## config.mk

```make
export PLATFORM = sky130hd
export DESIGN_NAME = fetch_prefetch_unit_flat
export DESIGN_NICKNAME = d
export VERILOG_FILES = /design/src/rtl/core_pkg.sv /design/src/rtl/fetch_prefetch_unit_if.sv /design/src/rtl/fetch_fifo.sv /design/src/rtl/fetch_prefetch_unit.sv /design/src/flat_wrapper.sv
export SDC_FILE = /design/constraint.sdc
export NUM_CORES = 1
export LEC_CHECK = 0
export CAP_MARGIN = 30
export CORE_ASPECT_RATIO = 1.1
export CORE_UTILIZATION = 50
export DETAILED_ROUTE_END_ITERATION = 6
export HOLD_SLACK_MARGIN = 0.15
export PLACE_DENSITY_LB_ADDON = 0.08
export RECOVER_POWER = 100
export SETUP_SLACK_MARGIN = 0.15
export SYNTH_ARGS = -nofsm -noshare
export SYNTH_HDL_FRONTEND = slang
export SYNTH_SLANG_ARGS = --single-unit
```

## constraint.sdc

```tcl
create_clock -name clk -period 3.55 [get_ports clk]
set_input_delay 0.71 -clock clk [delete_from_list [all_inputs] [get_ports clk]]
set_output_delay 0.71 -clock clk [all_outputs]
set_load 0.01 [all_outputs]
```

## src/rtl/core_pkg.sv

```systemverilog
// Shared core definitions: default fetch widths, the fetch entry layout and
// the sequential-fetch PC increment.
package core_pkg;

  localparam int unsigned PC_SIZE_DEF   = 18;
  localparam int unsigned MEM_SIZE_DEF  = 16;
  localparam int unsigned DATA_SIZE_DEF = 32;

  // Byte distance between consecutive instructions.
  localparam int unsigned PC_INCR = 4;

  // One buffered instruction together with the byte PC it was fetched from.
  typedef struct packed {
    logic [PC_SIZE_DEF-1:0]   pc;
    logic [DATA_SIZE_DEF-1:0] inst;
  } fetch_entry_t;

  // Bits needed to hold an occupancy count of 0..depth.
  function automatic int unsigned cnt_width(input int unsigned depth);
    return $clog2(depth + 1);
  endfunction

endpackage

```

## src/rtl/fetch_prefetch_unit_if.sv

```systemverilog
// Bus bundle of the fetch front end: instruction-memory read port, redirect
// input and the decode-side valid/ready handshake.
interface fetch_prefetch_unit_if
  import core_pkg::*;
#(
  parameter int unsigned PC_SIZE   = PC_SIZE_DEF,
  parameter int unsigned MEM_SIZE  = MEM_SIZE_DEF,
  parameter int unsigned DATA_SIZE = DATA_SIZE_DEF
);

  logic [MEM_SIZE-1:0]  IM_Address;
  logic                 IM_req;
  logic [DATA_SIZE-1:0] Instruction;
  logic                 redirect_valid;
  logic [PC_SIZE-1:0]   redirect_pc;
  logic                 inst_valid;
  logic [DATA_SIZE-1:0] inst;
  logic [PC_SIZE-1:0]   inst_pc;
  logic                 inst_ready;

  // Fetch unit side.
  modport master (
    output IM_Address, IM_req, inst_valid, inst, inst_pc,
    input  Instruction, redirect_valid, redirect_pc, inst_ready
  );

  // Memory / decode / branch-unit side.
  modport slave (
    input  IM_Address, IM_req, inst_valid, inst, inst_pc,
    output Instruction, redirect_valid, redirect_pc, inst_ready
  );

endinterface

```

## src/rtl/fetch_fifo.sv

```systemverilog
// Synchronous prefetch FIFO. A pop is applied before a flush, and a flush
// wins over a push, so a redirect clears everything including the word that
// is returning in the same cycle. The head is forced to zero when empty.
module fetch_fifo
  import core_pkg::*;
#(
  parameter int unsigned DEPTH = 4,
  parameter type         entry_t = fetch_entry_t,
  localparam int unsigned CNT_W = cnt_width(DEPTH),
  localparam int unsigned PTR_W = (DEPTH > 1) ? $clog2(DEPTH) : 1
) (
  input  logic             clk,
  input  logic             rst,
  input  logic             push_i,
  input  entry_t           push_data_i,
  input  logic             pop_i,
  input  logic             flush_i,
  output logic [CNT_W-1:0] count_o,
  output entry_t           head_o
);

  entry_t           mem_q [DEPTH];
  logic [PTR_W-1:0] rd_ptr_q, rd_ptr_d;
  logic [PTR_W-1:0] wr_ptr_q, wr_ptr_d;
  logic [CNT_W-1:0] count_q, count_d;
  logic             do_pop;
  logic             do_push;

  function automatic logic [PTR_W-1:0] ptr_inc(input logic [PTR_W-1:0] p);
    return (p == PTR_W'(DEPTH - 1)) ? '0 : p + PTR_W'(1);
  endfunction

  // A push into a full FIFO is only legal when the head leaves in the same cycle.
  assign do_pop  = pop_i && (count_q != '0);
  assign do_push = push_i && !flush_i && ((count_q != CNT_W'(DEPTH)) || do_pop);

  // Next-state for pointers and occupancy.
  always_comb begin
    rd_ptr_d = rd_ptr_q;
    wr_ptr_d = wr_ptr_q;
    count_d  = count_q;
    if (flush_i) begin
      rd_ptr_d = '0;
      wr_ptr_d = '0;
      count_d  = '0;
    end else begin
      if (do_pop)  rd_ptr_d = ptr_inc(rd_ptr_q);
      if (do_push) wr_ptr_d = ptr_inc(wr_ptr_q);
      if (do_push && !do_pop)      count_d = count_q + CNT_W'(1);
      else if (do_pop && !do_push) count_d = count_q - CNT_W'(1);
    end
  end

  // Pointer and count registers.
  always_ff @(posedge clk or negedge rst) begin
    if (!rst) begin
      rd_ptr_q <= '0;
      wr_ptr_q <= '0;
      count_q  <= '0;
    end else begin
      rd_ptr_q <= rd_ptr_d;
      wr_ptr_q <= wr_ptr_d;
      count_q  <= count_d;
    end
  end

  // Entry storage; contents are don't-care until written because the head is masked when empty.
  always_ff @(posedge clk) begin
    if (do_push) mem_q[wr_ptr_q] <= push_data_i;
  end

  assign count_o = count_q;
  assign head_o  = (count_q != '0) ? mem_q[rd_ptr_q] : '0;

endmodule

```

## src/rtl/fetch_prefetch_unit.sv

```systemverilog
// Credit-based instruction prefetcher. Issues one IM read per cycle while a
// FIFO slot is guaranteed for the returning word, tags each return with its
// PC and presents the oldest entry to decode. A redirect drops all buffered
// and in-flight work and restarts fetch at the (word-aligned) target.
// MEM_SIZE must equal PC_SIZE-2 and DEPTH must be at least 1.
module fetch_prefetch_unit
  import core_pkg::*;
#(
  parameter int unsigned PC_SIZE   = PC_SIZE_DEF,
  parameter int unsigned MEM_SIZE  = MEM_SIZE_DEF,
  parameter int unsigned DATA_SIZE = DATA_SIZE_DEF,
  parameter int unsigned DEPTH     = 4
) (
  input logic                  clk,
  input logic                  rst,
  fetch_prefetch_unit_if.master bus
);

  localparam int unsigned CNT_W = cnt_width(DEPTH);

  typedef struct packed {
    logic [PC_SIZE-1:0]   pc;
    logic [DATA_SIZE-1:0] inst;
  } entry_t;

  logic [PC_SIZE-1:0] fetch_pc_q, fetch_pc_d;
  logic               running_q;
  logic               inflight_q, inflight_d;
  logic [PC_SIZE-1:0] inflight_pc_q, inflight_pc_d;

  logic [CNT_W-1:0]   count;
  entry_t             head;
  entry_t             push_data;
  logic               issue;
  logic               push;
  logic               pop;
  logic               flush;
  logic [CNT_W:0]     credit_used;
  logic               unused_redirect_lsbs;

  assign pop   = bus.inst_valid && bus.inst_ready;
  assign flush = bus.redirect_valid;
  assign push  = inflight_q && !bus.redirect_valid;

  // Credits in use after this cycle's pop. Counting the departing head lets a
  // full FIFO refill without a bubble (one instruction every 2 cycles at
  // DEPTH=1, one per cycle at DEPTH>=2) while still guaranteeing that the word
  // returning next cycle has a slot.
  assign credit_used = {1'b0, count}
                     + {{CNT_W{1'b0}}, inflight_q}
                     - {{CNT_W{1'b0}}, pop};

  assign issue = running_q && !bus.redirect_valid && (credit_used < (CNT_W + 1)'(DEPTH));

  assign push_data = '{pc: inflight_pc_q, inst: bus.Instruction};

  fetch_fifo #(
    .DEPTH   (DEPTH),
    .entry_t (entry_t)
  ) u_fifo (
    .clk         (clk),
    .rst         (rst),
    .push_i      (push),
    .push_data_i (push_data),
    .pop_i       (pop),
    .flush_i     (flush),
    .count_o     (count),
    .head_o      (head)
  );

  assign bus.IM_req     = issue;
  assign bus.IM_Address = fetch_pc_q[PC_SIZE-1:2];
  assign bus.inst_valid = (count != '0);
  assign bus.inst       = head.inst;
  assign bus.inst_pc    = head.pc;

  // The redirect target is always treated as word aligned.
  assign unused_redirect_lsbs = ^bus.redirect_pc[1:0];

  // Next fetch PC and in-flight tracking: redirect overrides sequential advance.
  always_comb begin
    fetch_pc_d    = fetch_pc_q;
    inflight_d    = issue;
    inflight_pc_d = inflight_pc_q;
    if (flush) begin
      fetch_pc_d = {bus.redirect_pc[PC_SIZE-1:2], 2'b00};
      inflight_d = 1'b0;
    end else if (issue) begin
      fetch_pc_d    = fetch_pc_q + PC_SIZE'(PC_INCR);
      inflight_pc_d = fetch_pc_q;
    end
  end

  // Fetch state registers; running arms on the first edge out of reset.
  always_ff @(posedge clk or negedge rst) begin
    if (!rst) begin
      fetch_pc_q    <= '0;
      running_q     <= 1'b0;
      inflight_q    <= 1'b0;
      inflight_pc_q <= '0;
    end else begin
      fetch_pc_q    <= fetch_pc_d;
      running_q     <= 1'b1;
      inflight_q    <= inflight_d;
      inflight_pc_q <= inflight_pc_d;
    end
  end

endmodule

```

## src/flat_wrapper.sv

```systemverilog
// flat-port wrapper written by rule: the top's interface ports become plain ports
module fetch_prefetch_unit_flat import core_pkg::*;
#(
  parameter int unsigned PC_SIZE   = PC_SIZE_DEF,
  parameter int unsigned MEM_SIZE  = MEM_SIZE_DEF,
  parameter int unsigned DATA_SIZE = DATA_SIZE_DEF,
  parameter int unsigned DEPTH     = 4
)
  (clk, rst, bus_IM_Address, bus_IM_req, bus_inst_valid, bus_inst, bus_inst_pc, bus_Instruction, bus_redirect_valid, bus_redirect_pc, bus_inst_ready);
  fetch_prefetch_unit_if #(.PC_SIZE(PC_SIZE), .MEM_SIZE(MEM_SIZE), .DATA_SIZE(DATA_SIZE)) bus_i ();
  input logic clk;
  input logic rst;
  output wire logic [$bits(bus_i.IM_Address)-1:0] bus_IM_Address;
  output wire logic [$bits(bus_i.IM_req)-1:0] bus_IM_req;
  output wire logic [$bits(bus_i.inst_valid)-1:0] bus_inst_valid;
  output wire logic [$bits(bus_i.inst)-1:0] bus_inst;
  output wire logic [$bits(bus_i.inst_pc)-1:0] bus_inst_pc;
  input wire logic [$bits(bus_i.Instruction)-1:0] bus_Instruction;
  input wire logic [$bits(bus_i.redirect_valid)-1:0] bus_redirect_valid;
  input wire logic [$bits(bus_i.redirect_pc)-1:0] bus_redirect_pc;
  input wire logic [$bits(bus_i.inst_ready)-1:0] bus_inst_ready;
  assign bus_IM_Address = bus_i.IM_Address;
  assign bus_IM_req = bus_i.IM_req;
  assign bus_inst_valid = bus_i.inst_valid;
  assign bus_inst = bus_i.inst;
  assign bus_inst_pc = bus_i.inst_pc;
  assign bus_i.Instruction = bus_Instruction;
  assign bus_i.redirect_valid = bus_redirect_valid;
  assign bus_i.redirect_pc = bus_redirect_pc;
  assign bus_i.inst_ready = bus_inst_ready;
  fetch_prefetch_unit #(.PC_SIZE(PC_SIZE), .MEM_SIZE(MEM_SIZE), .DATA_SIZE(DATA_SIZE), .DEPTH(DEPTH)) u_core (.clk(clk), .rst(rst), .bus(bus_i));
endmodule
```

### Met2 routing, run 1

Scale: 2 px per um. Cells faint in the background.
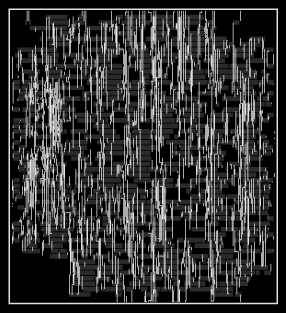
longest straight run: 64.9 um
nets with wire on the layer: 627
wire length on this layer: 8950 um
share of all routed wire: 51%
via count of the routed design: 4938
met2 usage in global routing: 32.5%

### Routing congestion map, run 1

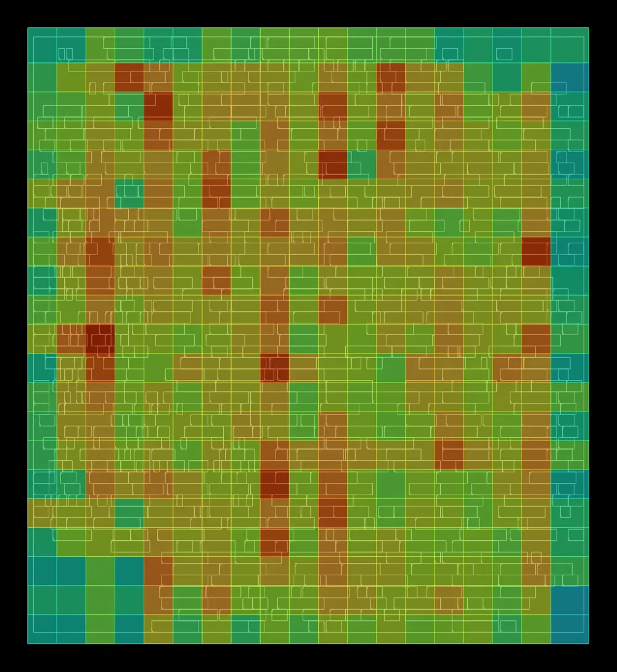
gr usage total: 18.7%
Routed WL per cell: 19.5 um
Util after Layout: 63.6%
routing usage on met3: 2.67%
met1 Resource Use GR: 25.1%

### M3 wires, run 1

Scale: 2 px per um.
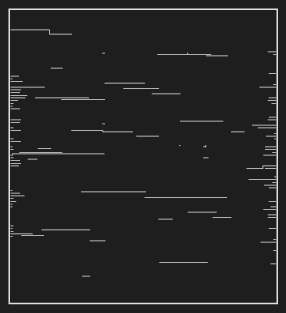
share of all routed wire: 4.5%
wire length on this layer: 798 um
nets with wire on the layer: 88
routed wire length: 17700 um

### Gate families picked out, run 1

Scale: 3 px per um.
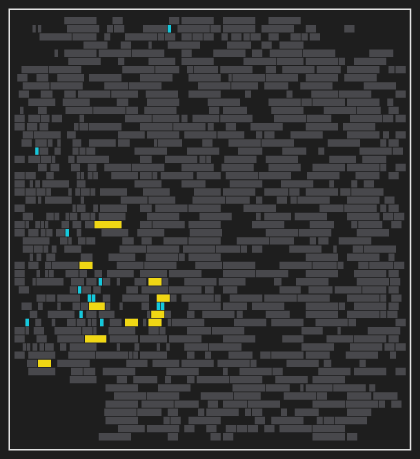
legend:
  adder and majority cells:
    colour: yellow
    cells: 10
  inverters:
    colour: cyan
    cells: 12
combinational share of cell area: 21.1%
most numerous logic cell after layout: edfxtp_1
post-route insts no fill: 909

==> out/metrics.yaml, run 1 <==
status: "finished, violations left"
violations: "max-capacitance violations, max-slew violations"
edf_count: 192
ys_top_logic_family: "multiplexers"
xor_area_share_pct: 1.66
yosys-top-cells-count: "edfxtp_1 (192), mux4_2 (48), nor2b_1 (48)"
gp_congestion: 0.822
dpl_worst_slack_ps: -589
antenna_found_initial: 0
syn_area_per_cell_um2: 18.6
die_area_um2: 19500
max_freq_mhz: 286
drtAntennaViolNets: 0
top_cell: "edfxtp_1"
fin_worst_skew_ps: 11.1
worstSetupPathType: "flip-flop to output port"
dpl_cell_area_um2: 11100
hold_class: "flip-flop to flip-flop"
cap_violations: 1
slew_viol_final: 42
fp_util_pct: 51.3
cts_sinks: 233
firstDrtPassIters: 4
rrSetupSlack_ps: 420
cts_tree: "built"
warnings: 33
clk_pin_slew_ps: 60
postSynthSeqShare_pct: 71.7
-- run 1: path summary, 6_finish.rpt --
| path | cells past startpoint | endpoint |
|---|---|---|
| setup reg to reg | 11 | u_core.fetch_pc_q[12] |
| max in group asynchronous | 1 | u_core.u_fifo.rd_ptr_q[1] |
| hold / removal | 0 | u_core.u_fifo.mem_q[2][40] |
| min in group asynchronous | 1 | u_core.fetch_pc_q[12] |
| hold reg to reg | 0 | u_core.u_fifo.mem_q[2][40] |
| setup / recovery | 10 | bus_IM_req |
-- run 1: kinds of logic after synthesis --
family | after synthesis
adders and majority gates | 10
DFF | 233
and+or+nand+nor | 101
other | 2
buffers and inverters | 40
AOI/OAI and AO/OA | 35
muxes | 70
xor gates and xnor gates | 18
-- run 1: cell type report --
type                       count  area (um^2)  share of cell area, %
sequential                   233         6790                   57.8
multi-input combinational    237         2480                   21.1
timing repair buffer         142         1390                   11.8
clock buffer                  31          616                   5.24
tap                          243          304                   2.59
clock inverter                11          131                   1.12
inverter                      12         45.0                  0.383
-- run 1: state kept, by name, indices dropped and copies added, names as in the netlist --
signal                  count
u_core.fetch_pc_q          16
u_core.u_fifo.count_o       3
u_core.u_fifo.rd_ptr_q      2
u_core.u_fifo.mem_q       192
u_core.running_q            1
u_core.inflight_q           1
u_core.u_fifo.wr_ptr_q      2
u_core.inflight_pc_q       16
-- run 1: repair_timing --
| item | CTS | global route |
|---|---|---|
| endpoints found under the setup margin | 1 | 11 |
| gates resized | 10 | 0 |
| pin swaps | 4 | 0 |
| buffers inserted | 2 | 4 |
-- run 1: stage by stage --
step / util, % / std cells / hold WS, ps
5_1_grt: 63.6 / 909 / 536
3_3_place_gp: 59.9 / 861 / 484
3_5_place_dp: 59.9 / 861 / 504
4_1_cts: 64.1 / 905 / 362
2_1_floorplan: - / 510 / 414
6_report: 63.6 / 909 / 516
-- run 1: power by group --
| part | internal, W | switching (W) |
|---|---|---|
| registers | 0.00329 | 0.000198 |
| logic | 0.00128 | 0.00115 |
| clock network | 0.00144 | 0.000950 |
| total | 0.00601 | 0.00230 |
-- run 1: critical path, cell delays in order, from the launching register on --
cell and delay (ps):
dfrtp_1 410, o31ai_4 260, inv_1 70, ha_2 170, inv_2 70, ha_4 200, and3b_4 170, or4_4 530
a21oi_4 140, and2_4 170, buf_6 100
-- run 1: layer usage --
layer  up-vias  GRT usage (%)  share of wire (%)
met3        15           2.67                4.5
li1       2252              -                  -
met4         0           4.20               0.94
met1      2543           25.1                 44
met5         -              0                  0
met2       128           32.5                 51
-- run 1: cell usage in the layout, fill, tap and decap left out, types with 9 or more instances in the layout --
cell / instances
nand2_1: 18
mux2_2: 9
nor2_1: 10
edfxtp_1: 192
dlygate4sd3_1: 77
nor2b_1: 48
mux4_2: 48
clkbuf_1: 11
clkbuf_16: 23
mux2_1: 9
dfrtp_1: 40
buf_4: 17
clkdlybuf4s50_1: 37
xnor2_1: 16
inv_1: 10
==> run 2, diff against run 1 <==
--- a/config.mk
+++ b/config.mk
@@ -6,7 +6,7 @@
 export NUM_CORES = 1
 export LEC_CHECK = 0
 export CAP_MARGIN = 30
-export CORE_ASPECT_RATIO = 1.1
+export CORE_ASPECT_RATIO = 0.75
 export CORE_UTILIZATION = 50
 export DETAILED_ROUTE_END_ITERATION = 6
 export HOLD_SLACK_MARGIN = 0.15
==> out/metrics.yaml, run 2 <==
status: "finished, violations left"
violations: "max-capacitance violations, max-slew violations"
crit_slowest_cell: "or4_4"
postSynthSeqShare_pct: 71.7  # unchanged
slew_viol_final: 21  # -50%
ys_top_logic_family: "multiplexers"
cpPeakStageDelay_ps: 510  # -20 ps
antenna_found_initial: 1  # +1
top_register: "u_core.u_fifo.mem_q"
largest_registers: "u_core.u_fifo.mem_q x192, u_core.fetch_pc_q x16, u_core.inflight_pc_q x16"
met1_length_um: 7870  # +0.83%
cts_tree: "built"
worstSetupPathType: "flip-flop to output port"
die_area_um2: 19500  # about the same
firstDrtPassIters: 4  # unchanged
hold_class: "flip-flop to flip-flop"
fp_util_pct: 51.2  # -0.083 points
cts_sinks: 233  # unchanged
avgRoutedWirePerCell_um: 19.4  # -0.24%
cap_violations: 1  # unchanged
max_freq_mhz: 286  # about the same
routed-wl-met2_um: 8740  # -2.3%
edf_count: 192  # unchanged
largest_reg_flops: 192  # unchanged
fin_worst_skew_ps: 17.5  # +6.40 ps
top_layer: "met4"
warnings: 33  # unchanged
xor_area_share_pct: 1.66  # unchanged
## run 2: cells by family (layout without fill, tap and decap cells)
group                    count (synthesis)  after routing
buffers and inverters                   40            203
flip-flops                             233            233
AND/OR/NAND/NOR                        101            101
AND-OR/OR-AND                           35             35
adder cells (fa/ha/maj)                 10             10
other                                    2              4
XOR/XNOR                                18             18
multiplexers                            70             70
## run 2: routing by layer
metal	GRT usage [%]	vias to the layer above
li1	-	2265
met1	26.3	2526
met2	31.7	131
met3	3.59	26
met4	4.89	0
met5	0	-
## run 2: power by group
group	switching (W)	total (W)	leakage [nW]	internal (W)
Clock	0.000975	0.00254	0.399	0.00156
Sequential	0.000221	0.00351	2.24	0.00329
Combinational	0.00117	0.00250	1.41	0.00133
Total	0.00237	0.00855	4.04	0.00618
## run 2: cell type report
cell class                      instances  area (um^2)  area share [%]
Antenna cell                            1         2.50          0.0210
Inverter                               12         45.0           0.378
Clock buffer                           31          678            5.70
Clock inverter                         13          140            1.18
Timing Repair Buffer                  147         1460            12.3
Sequential cell                       233         6800            57.1
Tap cell                              247          309            2.60
Multi-Input combinational cell        237         2480            20.8
## run 2: path summary, 6_finish.rpt
path                       cells past startpoint  slack, ps                          to
max                                           10         50                  bus_IM_req
min                                            0        520  u_core.u_fifo.mem_q[1][37]
max reg2reg                                   12        370     u_core.inflight_pc_q[8]
min reg2reg                                    0        520  u_core.u_fifo.mem_q[1][37]
max in group asynchronous                      3       2470   u_core.u_fifo.rd_ptr_q[0]
min in group asynchronous                      2        570       u_core.fetch_pc_q[11]
## run 2: what timing repair did
action | in CTS | in global routing
hold buffers | 0 | 1
resized | 10 | 0
pin swaps | 3 | 3
setup buffers | 5 | 0
hold endpoints to repair | 0 | 2
endpoints found under the setup margin | 2 | 1
## run 2: critical path, delay by kind of cell, from the launching register on
kind | cells | cell delay [ps]
AOI/OAI and AO/OA | 2 | 440
adders and majority gates | 2 | 370
buffers and inverters | 3 | 230
DFF | 1 | 410
and+or+nand+nor | 3 | 840
## run 2: per-stage QoR
stage	util (%)	instances	power [W]	instance area (um^2)
after floorplan	-	510	0.00490	9500
after detailed placement	60.0	869	0.00618	11100
after global placement	60.0	869	0.00615	11100
after CTS	64.7	918	0.00879	12000
final	64.3	921	0.00855	11900
after global routing	64.3	921	0.00896	11900
### Met2 routing, run 2

Scale: 1.5 px per um. Cells faint in the background.
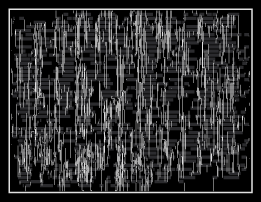
nets with wire on the layer: 635
wire length on this layer: 8740 um
main direction: vertical
share of all routed wire: 49%

Power and IR drop assume default switching activity.
